**config.mk**
```make
export PLATFORM = sky130hd
export DESIGN_NAME = keypad_row_scanner
export DESIGN_NICKNAME = d
export VERILOG_FILES = /design/src/rtl/keypad_pkg.sv /design/src/rtl/keypad_debounce_cell.sv /design/src/rtl/keypad_row_scanner.sv
export SDC_FILE = /design/constraint.sdc
export NUM_CORES = 1
export LEC_CHECK = 0
export CORE_ASPECT_RATIO = 0.7
export CORE_MARGIN = 4
export CORE_UTILIZATION = 50
export DETAILED_ROUTE_END_ITERATION = 8
export PLACE_DENSITY = 0.69
export SLEW_MARGIN = 30
export SYNTH_ARGS = -nofsm -noshare
export SYNTH_HDL_FRONTEND = slang
export SYNTH_SLANG_ARGS = --single-unit
```
**constraint.sdc**
```tcl
create_clock -name HCLK -period 1.7 [get_ports HCLK]
set_clock_uncertainty 0.15 [all_clocks]
set_input_delay 0.255 -clock HCLK [delete_from_list [all_inputs] [get_ports HCLK]]
set_output_delay 0.255 -clock HCLK [all_outputs]
set_load 0.05 [all_outputs]
```
**src/rtl/keypad_pkg.sv**
```systemverilog
// Shared types and helpers for the keypad matrix scanner.
package keypad_pkg;

  typedef enum logic [1:0] {
    S_IDLE   = 2'd0,
    S_DRIVE  = 2'd1,
    S_SAMPLE = 2'd2
  } scan_state_e;

  localparam int ROWS_DEF = 4;
  localparam int COLS_DEF = 4;
  localparam int KEY_W    = $clog2(ROWS_DEF * COLS_DEF);

  function automatic int key_pack(input int row, input int col, input int cols);
    return row * cols + col;
  endfunction

endpackage

```
**src/rtl/keypad_debounce_cell.sv**
```systemverilog
// Per-key debouncer: a key's stable state flips only after DEBOUNCE_SCANS
// consecutive scan samples disagree with it; rise/fall pulse on the flip.
module keypad_debounce_cell #(
  parameter int DEBOUNCE_SCANS = 4
) (
  input  logic HCLK,
  input  logic HRESETn,
  input  logic sample_bit,
  input  logic sample_stb,
  output logic stable,
  output logic rise,
  output logic fall
);

  logic [3:0] cnt_q, cnt_d;
  logic       stable_q, stable_d;
  logic       rise_q, rise_d;
  logic       fall_q, fall_d;

  always_comb begin
    cnt_d    = cnt_q;
    stable_d = stable_q;
    rise_d   = 1'b0;
    fall_d   = 1'b0;
    if (sample_stb) begin
      if (sample_bit == stable_q) begin
        cnt_d = '0;
      end else if (cnt_q == 4'(DEBOUNCE_SCANS - 1)) begin
        stable_d = ~stable_q;
        cnt_d    = '0;
        rise_d   = ~stable_q;
        fall_d   = stable_q;
      end else begin
        cnt_d = cnt_q + 4'd1;
      end
    end
  end

  always_ff @(posedge HCLK) begin
    if (!HRESETn) begin
      cnt_q    <= '0;
      stable_q <= 1'b0;
      rise_q   <= 1'b0;
      fall_q   <= 1'b0;
    end else begin
      cnt_q    <= cnt_d;
      stable_q <= stable_d;
      rise_q   <= rise_d;
      fall_q   <= fall_d;
    end
  end

  assign stable = stable_q;
  assign rise   = rise_q;
  assign fall   = fall_q;

endmodule

```
**src/rtl/keypad_row_scanner.sv**
```systemverilog
// Keypad matrix scanner: one-hot row drive, per-key debounce, key-code events
// over valid/ready. Define KEYPAD_RELEASE_EVENT_EN to also report releases.
//
// state    | meaning
// S_IDLE   | single cycle after reset before the first row is driven
// S_DRIVE  | row r driven, settle timer counting down
// S_SAMPLE | synchronised columns handed to row r's debounce cells
module keypad_row_scanner
  import keypad_pkg::*;
#(
  parameter int ROWS           = ROWS_DEF,
  parameter int COLS           = COLS_DEF,
  parameter int SETTLE_CYCLES  = 16,
  parameter int DEBOUNCE_SCANS = 4
) (
  input  logic                          HCLK,
  input  logic                          HRESETn,
  input  logic [COLS-1:0]               col_in,
  output logic [ROWS-1:0]               row_out,
  output logic                          key_valid,
  output logic [$clog2(ROWS*COLS)-1:0]  key_code,
  output logic                          key_release,
  input  logic                          key_ready,
  output logic                          key_down,
  output logic                          scan_wrap
);

  localparam int NKEYS = ROWS * COLS;
  localparam int KW    = (ROWS == ROWS_DEF && COLS == COLS_DEF) ? KEY_W : $clog2(NKEYS);
  localparam int RW    = (ROWS > 1) ? $clog2(ROWS) : 1;
  localparam int CW    = (SETTLE_CYCLES > 1) ? $clog2(SETTLE_CYCLES) : 1;

  logic [COLS-1:0] col_meta_q, col_sync_q;

  always_ff @(posedge HCLK) begin
    if (!HRESETn) begin
      col_meta_q <= '0;
      col_sync_q <= '0;
    end else begin
      col_meta_q <= col_in;
      col_sync_q <= col_meta_q;
    end
  end

  scan_state_e     state_q, state_d;
  logic [RW-1:0]   row_q, row_d;
  logic [CW-1:0]   settle_q, settle_d;
  logic [ROWS-1:0] row_out_q, row_out_d;
  logic            scan_wrap_q, scan_wrap_d;
  logic [ROWS-1:0] row_stb;

  always_comb begin
    state_d     = state_q;
    row_d       = row_q;
    settle_d    = settle_q;
    row_out_d   = '0;
    scan_wrap_d = 1'b0;
    row_stb     = '0;
    case (state_q)
      S_IDLE: begin
        state_d  = S_DRIVE;
        row_d    = '0;
        settle_d = CW'(SETTLE_CYCLES - 1);
      end
      S_DRIVE: begin
        row_out_d = ROWS'(1) << row_q;
        if (settle_q == '0) state_d = S_SAMPLE;
        else                settle_d = settle_q - CW'(1);
      end
      S_SAMPLE: begin
        row_out_d = ROWS'(1) << row_q;
        row_stb   = ROWS'(1) << row_q;
        state_d   = S_DRIVE;
        settle_d  = CW'(SETTLE_CYCLES - 1);
        if (row_q == RW'(ROWS - 1)) begin
          row_d       = '0;
          scan_wrap_d = 1'b1;
        end else begin
          row_d = row_q + RW'(1);
        end
      end
      default: state_d = S_IDLE;
    endcase
  end

  always_ff @(posedge HCLK) begin
    if (!HRESETn) begin
      state_q     <= S_IDLE;
      row_q       <= '0;
      settle_q    <= '0;
      row_out_q   <= '0;
      scan_wrap_q <= 1'b0;
    end else begin
      state_q     <= state_d;
      row_q       <= row_d;
      settle_q    <= settle_d;
      row_out_q   <= row_out_d;
      scan_wrap_q <= scan_wrap_d;
    end
  end

  logic [NKEYS-1:0] stable, rise, fall;

  for (genvar r = 0; r < ROWS; r++) begin : g_row
    for (genvar c = 0; c < COLS; c++) begin : g_col
      localparam int K = key_pack(r, c, COLS);
      keypad_debounce_cell #(.DEBOUNCE_SCANS(DEBOUNCE_SCANS)) u_cell (
        .HCLK      (HCLK),
        .HRESETn   (HRESETn),
        .sample_bit(col_sync_q[c]),
        .sample_stb(row_stb[r]),
        .stable    (stable[K]),
        .rise      (rise[K]),
        .fall      (fall[K])
      );
    end
  end

  logic [NKEYS-1:0] pend_press_q, pend_press_d;
  logic             key_valid_q, key_valid_d;
  logic [KW-1:0]    key_code_q, key_code_d;
  logic             key_down_q;
  logic             pick_found;
  logic [KW-1:0]    pick_idx;
  logic             load;
`ifdef KEYPAD_RELEASE_EVENT_EN
  logic [NKEYS-1:0] pend_rel_q, pend_rel_d;
  logic             key_release_q, key_release_d;
  logic             pick_rel;
`endif

  // Descending walk so the lowest key wins; a key's press outranks its release.
  always_comb begin
    pick_found = 1'b0;
    pick_idx   = '0;
`ifdef KEYPAD_RELEASE_EVENT_EN
    pick_rel   = 1'b0;
`endif
    for (int k = NKEYS - 1; k >= 0; k--) begin
`ifdef KEYPAD_RELEASE_EVENT_EN
      if (pend_rel_q[k]) begin
        pick_found = 1'b1;
        pick_idx   = KW'(k);
        pick_rel   = 1'b1;
      end
`endif
      if (pend_press_q[k]) begin
        pick_found = 1'b1;
        pick_idx   = KW'(k);
`ifdef KEYPAD_RELEASE_EVENT_EN
        pick_rel   = 1'b0;
`endif
      end
    end
  end

  assign load = !key_valid_q || key_ready;

  // New pending bits are merged after the emitter clear, so a set wins.
  always_comb begin
    pend_press_d = pend_press_q;
    key_valid_d  = key_valid_q;
    key_code_d   = key_code_q;
`ifdef KEYPAD_RELEASE_EVENT_EN
    pend_rel_d    = pend_rel_q;
    key_release_d = key_release_q;
`endif
    if (load) begin
      key_valid_d = pick_found;
      if (pick_found) begin
        key_code_d = pick_idx;
`ifdef KEYPAD_RELEASE_EVENT_EN
        key_release_d = pick_rel;
        if (pick_rel) pend_rel_d[pick_idx] = 1'b0;
        else          pend_press_d[pick_idx] = 1'b0;
`else
        pend_press_d[pick_idx] = 1'b0;
`endif
      end
    end
    pend_press_d = (pend_press_d & ~fall) | rise;
`ifdef KEYPAD_RELEASE_EVENT_EN
    pend_rel_d = pend_rel_d | fall;
`endif
  end

  always_ff @(posedge HCLK) begin
    if (!HRESETn) begin
      pend_press_q <= '0;
      key_valid_q  <= 1'b0;
      key_code_q   <= '0;
      key_down_q   <= 1'b0;
`ifdef KEYPAD_RELEASE_EVENT_EN
      pend_rel_q    <= '0;
      key_release_q <= 1'b0;
`endif
    end else begin
      pend_press_q <= pend_press_d;
      key_valid_q  <= key_valid_d;
      key_code_q   <= key_code_d;
      key_down_q   <= |stable;
`ifdef KEYPAD_RELEASE_EVENT_EN
      pend_rel_q    <= pend_rel_d;
      key_release_q <= key_release_d;
`endif
    end
  end

  assign row_out   = row_out_q;
  assign scan_wrap = scan_wrap_q;
  assign key_valid = key_valid_q;
  assign key_code  = key_code_q;
  assign key_down  = key_down_q;
`ifdef KEYPAD_RELEASE_EVENT_EN
  assign key_release = key_release_q;
`else
  assign key_release = 1'b0;
`endif

endmodule

```
==> run_1/pdn.png <==
Bar = 50 um. Pins as bars on the die edge.
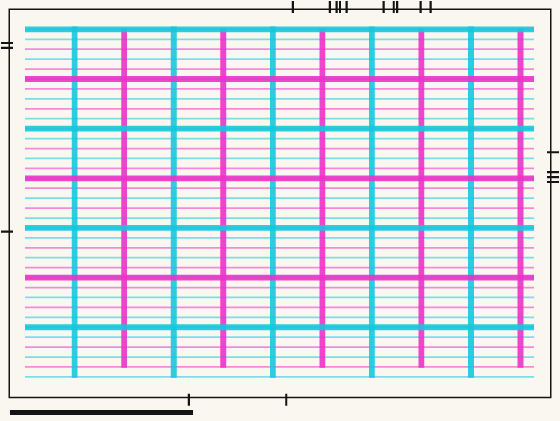
| net | colour |
|---|---|
| VSS | cyan |
| VDD | magenta |
rows: 35
met5 straps: 7
met1 rails: 36
met4 straps: 10
DIE HEIGHT: 106 um
largest vdd supply drop: 0.728 mV
DIE WIDTH: 148 um
core area: 13300 sq um

==> run_1/met3.png <==
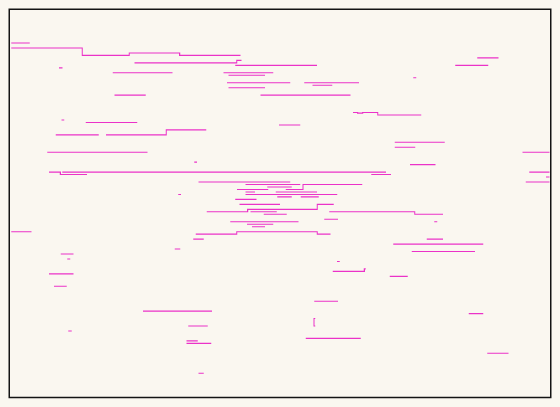
nets with wire on the layer: 61
wire length on this layer: 950 um
Routed WL: 18800 um
vias after detailed routing: 6372
met3 usage: 5.16%

==> notes.md, run 1 <==
Numbers from the implementation run.

The run finished, with violations left. The final reports fail on negative setup slack. Yosys mapped a number of flops with a built-in enable equal to 0. The layout has 19 clock buffers.

Leaving out the clock tree, the finished layout contains an inverter count of 13. The power consumed by combinational cells is 0.976 mW. By count the netlist is led by dfxtp_1 (155), a21oi_1 (82), nand2_1 (79), nor2_1 (79), o21ai_0 (49). The setup violation total in the final timing report is 19. After synthesis, the cell types taking the most area are dfxtp_1 (45%), a21oi_1 (6.0%), nor3b_1 (5.1%). The number of well-tap cells placed is 185.

The count of pins over their slew limit is 0. The synthesized area is 6850 sq um. Setup slack on the worst reg-to-reg path comes out at -0.21 ns. The maximum number of pins on one net before global-route repair is 30. The clock net in this run drives a total of 155 sinks. Per the detail_route log, met2 wirelength is 8720 um.

Across all setup checks in the final design, the least slack found is -0.207 ns. The total congestion overflow after global routing is 0. The total setup buffers inserted after CTS is 7. The classification of the worst-slack hold path is in2reg. Looking at the worst setup and hold paths, the clock pins of their registers show a slew of 0.07 ns. The switching power share of the total is 25.8%.

The final report gives the core utilization as 69.5%. The number of nets at floorplan is 833. The synth_stat.txt file lists the number of cells as 802.

The launch point of the worst hold path is col_in[2]. The pin slew with the least headroom to its limit is 0.501 ns. The critical path capture point type is a flip-flop. The number of instances in the synthesized netlist is 802. The portion of total power attributed to sequential cells is 43.5%. Per the placement log, port buffering inserted 17 buffers. The endpoint arrival time on the critical path is 2.07 ns. STA classifies the critical path startpoint as a flip-flop.

The post-synthesis to final-layout area growth is 34.6%. The post-synthesis compound-gate area fraction is 16.2%. Final hold analysis gives a worst-case slack of 0.263 ns.

For this run, the slowest stage of the critical path takes 0.45 ns. Setup repair after global routing could not meet its margin everywhere. After synthesis, the netlist uses 51 different library cells. According to the dpl log, the detail-placed design has an HPWL of 12100 um.

Among all flip-flop cells after synthesis, the most frequent one is dfxtp_1.
==> run_1/metal_stack.png <==
Bar = 50 um. Two of the layers only.
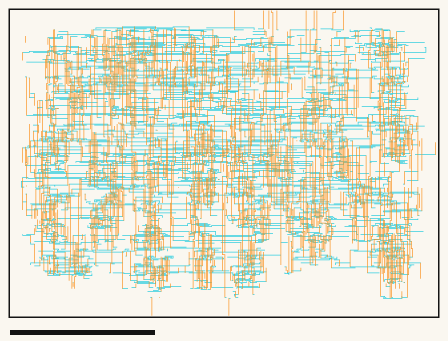
| layer | colour | wire length |
|---|---|---|
| met1 | cyan | 8860 um |
| met2 | orange | 8720 um |
Overall Global Routing Usage: 23.0%
wire length per cell: 17.0 um

==> run_1/met2.png <==
Bar = 50 um.
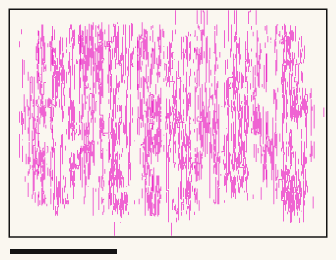

==> run 2: changes to the inputs <==
--- a/config.mk
+++ b/config.mk
@@ -6,10 +6,11 @@
 export NUM_CORES = 1
 export LEC_CHECK = 0
 export CORE_ASPECT_RATIO = 0.7
-export CORE_MARGIN = 4
+export CORE_MARGIN = 8
 export CORE_UTILIZATION = 50
 export DETAILED_ROUTE_END_ITERATION = 8
 export PLACE_DENSITY = 0.69
+export RECOVER_POWER = 100
 export SLEW_MARGIN = 30
 export SYNTH_ARGS = -nofsm -noshare
 export SYNTH_HDL_FRONTEND = slang
==> run_2/met2.png <==
Bar = 50 um.
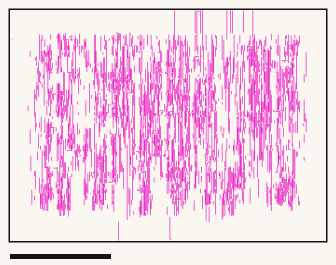
main direction: vertical
nets with wire on the layer: 812
share of all routed wire: 49%
longest straight run: 39.8 um
wire length on this layer: 9880 um
Routed WL: 20100 um
vias after detailed routing: 6469
M2 GR Usage: 34.0%

==> notes.md, run 2 <==
Numbers from the implementation run.

The post-synthesis cell type count is 51. Summed over all layers, the global routing overflow is 0. The final reports fail on negative setup slack.

The transition time recorded at the tightest slew-check pin is 0.605 ns. Of the total synthesized cell area, the portion taken by AND-OR and OR-AND cells is 16.2%. The setup slack of the critical path after layout is -0.282 ns. The number of buffers inserted by port buffering is 17.

The flow measured a signed area growth from synthesis to layout of 39.2%. In the final report, the number of endpoints failing setup comes to 59. The endpoint arrival time on the critical path is 2.14 ns. The setup slack of the most critical reg-to-reg path is -0.28 ns.

The total setup buffers inserted after CTS is 8. For reference, the top cells by area after synthesis are dfxtp_1 (45%), a21oi_1 (6.0%), nor3b_1 (5.1%). The detailed-placement wirelength estimate is 11800 um. The tree built by TritonCTS fans out to 155 sinks. Note that the worst hold path type here is reg2reg. For the worst min-delay path, the startpoint reported by OpenROAD is g_row[3].g_col[0].u_cell.fall.

The cell area that synthesis handed to floorplanning was 6850 sq um. Combinational power for this build is 0.971 mW. The flow ran to the end, but the final reports show violations. The share of the core filled with cells is 71.9%. The final timing report lists a max-slew violation count of 0. At floorplan, the net count of the design was reported as 833.
==> run_2/pdn.png <==
Bar = 50 um. Pins as bars on the die edge.
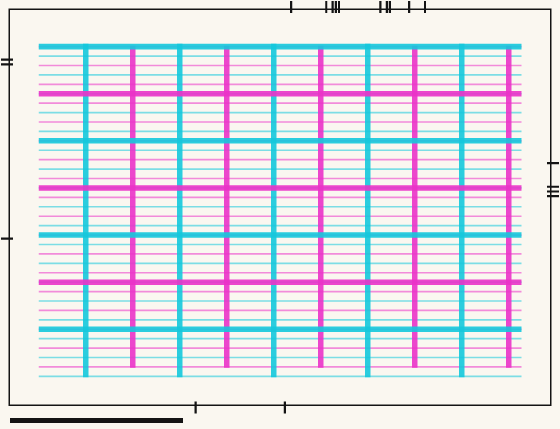
| net | colour |
|---|---|
| VDD | magenta |
| VSS | cyan |
signal pins: 19
met4 straps: 10
met5 straps: 7
rows: 35
largest vdd supply drop: 0.693 mV
DIE HEIGHT: 114 um
DIE WIDTH: 156 um

==> run_2/met3.png <==
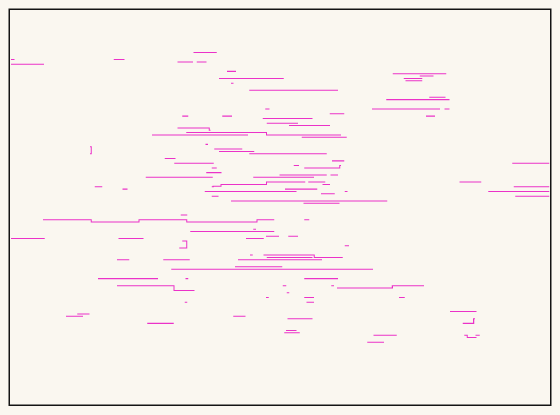

==> run 3: changes to the inputs <==
--- a/config.mk
+++ b/config.mk
@@ -6,7 +6,6 @@
 export NUM_CORES = 1
 export LEC_CHECK = 0
 export CORE_ASPECT_RATIO = 0.7
-export CORE_MARGIN = 8
 export CORE_UTILIZATION = 50
 export DETAILED_ROUTE_END_ITERATION = 8
 export PLACE_DENSITY = 0.69
==> run_3/met3.png <==
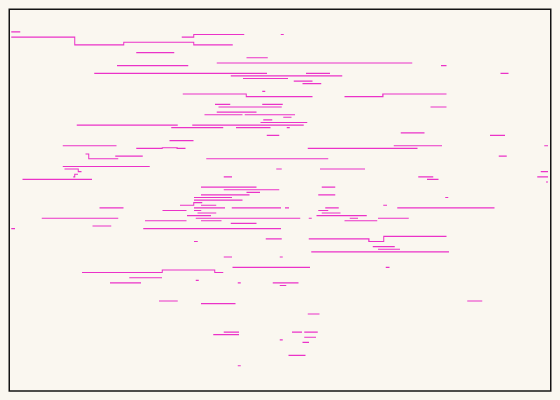
longest straight run: 51.1 um
share of all routed wire: 6.4%
nets with wire on the layer: 87
main direction: horizontal
vias after detailed routing: 6501
met3 usage: 6.15%

==> notes.md, run 3 <==
Numbers from the implementation run.

Switching power as a fraction of the total was reported as 27.0%. The setup slack of the critical path after layout is -0.292 ns. The predominant post-synthesis flop cell is dfxtp_1.

The classification of the worst-slack hold path is in2reg. The final report lists the setup-violating endpoint count as 108. The tree built by TritonCTS fans out to 155 sinks. Yosys attributes the largest share of cell area to dfxtp_1 (45%), a21oi_1 (6.0%), nor3b_1 (5.1%). The final reports fail on negative setup slack. The hold slack is 0.252 ns. Counting instances in the post-synthesis netlist gives the leading cell types as dfxtp_1 (155), a21oi_1 (82), nand2_1 (79), nor2_1 (79), o21ai_0 (49).

The number of instances in the synthesized netlist is 802. The core region is 13300 sq um. Entering global routing, the biggest net connects 46 pins.

The number of well-tap cells placed is 185. The count of library flops with an enable pin is 0. From left edge to right edge, the die measures 142 um. The setup slack of the most critical reg-to-reg path is -0.29 ns.

The sort of element at the start of the critical path is a flip-flop. At the pin with the least slew margin, the transition time is 0.519 ns. The portion of total power attributed to sequential cells is 46.1%. VDD sags by at most 0.629 mV. On the worst path, the slowest cell contributes a delay of 0.52 ns. The flow ran to the end, but the final reports show violations. The critical path capture point type is a flip-flop. The number of nets at floorplan is 833. The number of buffers inserted by port buffering is 17. Setup repair after global routing could not meet its margin everywhere. The endpoint arrival time on the critical path is 2.15 ns. In the final routed layout, each cell accounts on average for 17.3 um.

Recorded from the global router log, the overflow total was 0.
==> run_3/met2.png <==
Bar = 50 um.
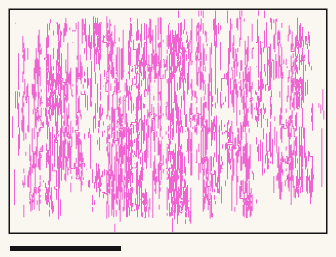
main direction: vertical
share of all routed wire: 48%
wire length on this layer: 9110 um
Routed WL: 19000 um
M2 GR Usage: 43.8%

Power figures rest on the tool's default switching activity, not on a simulated workload.
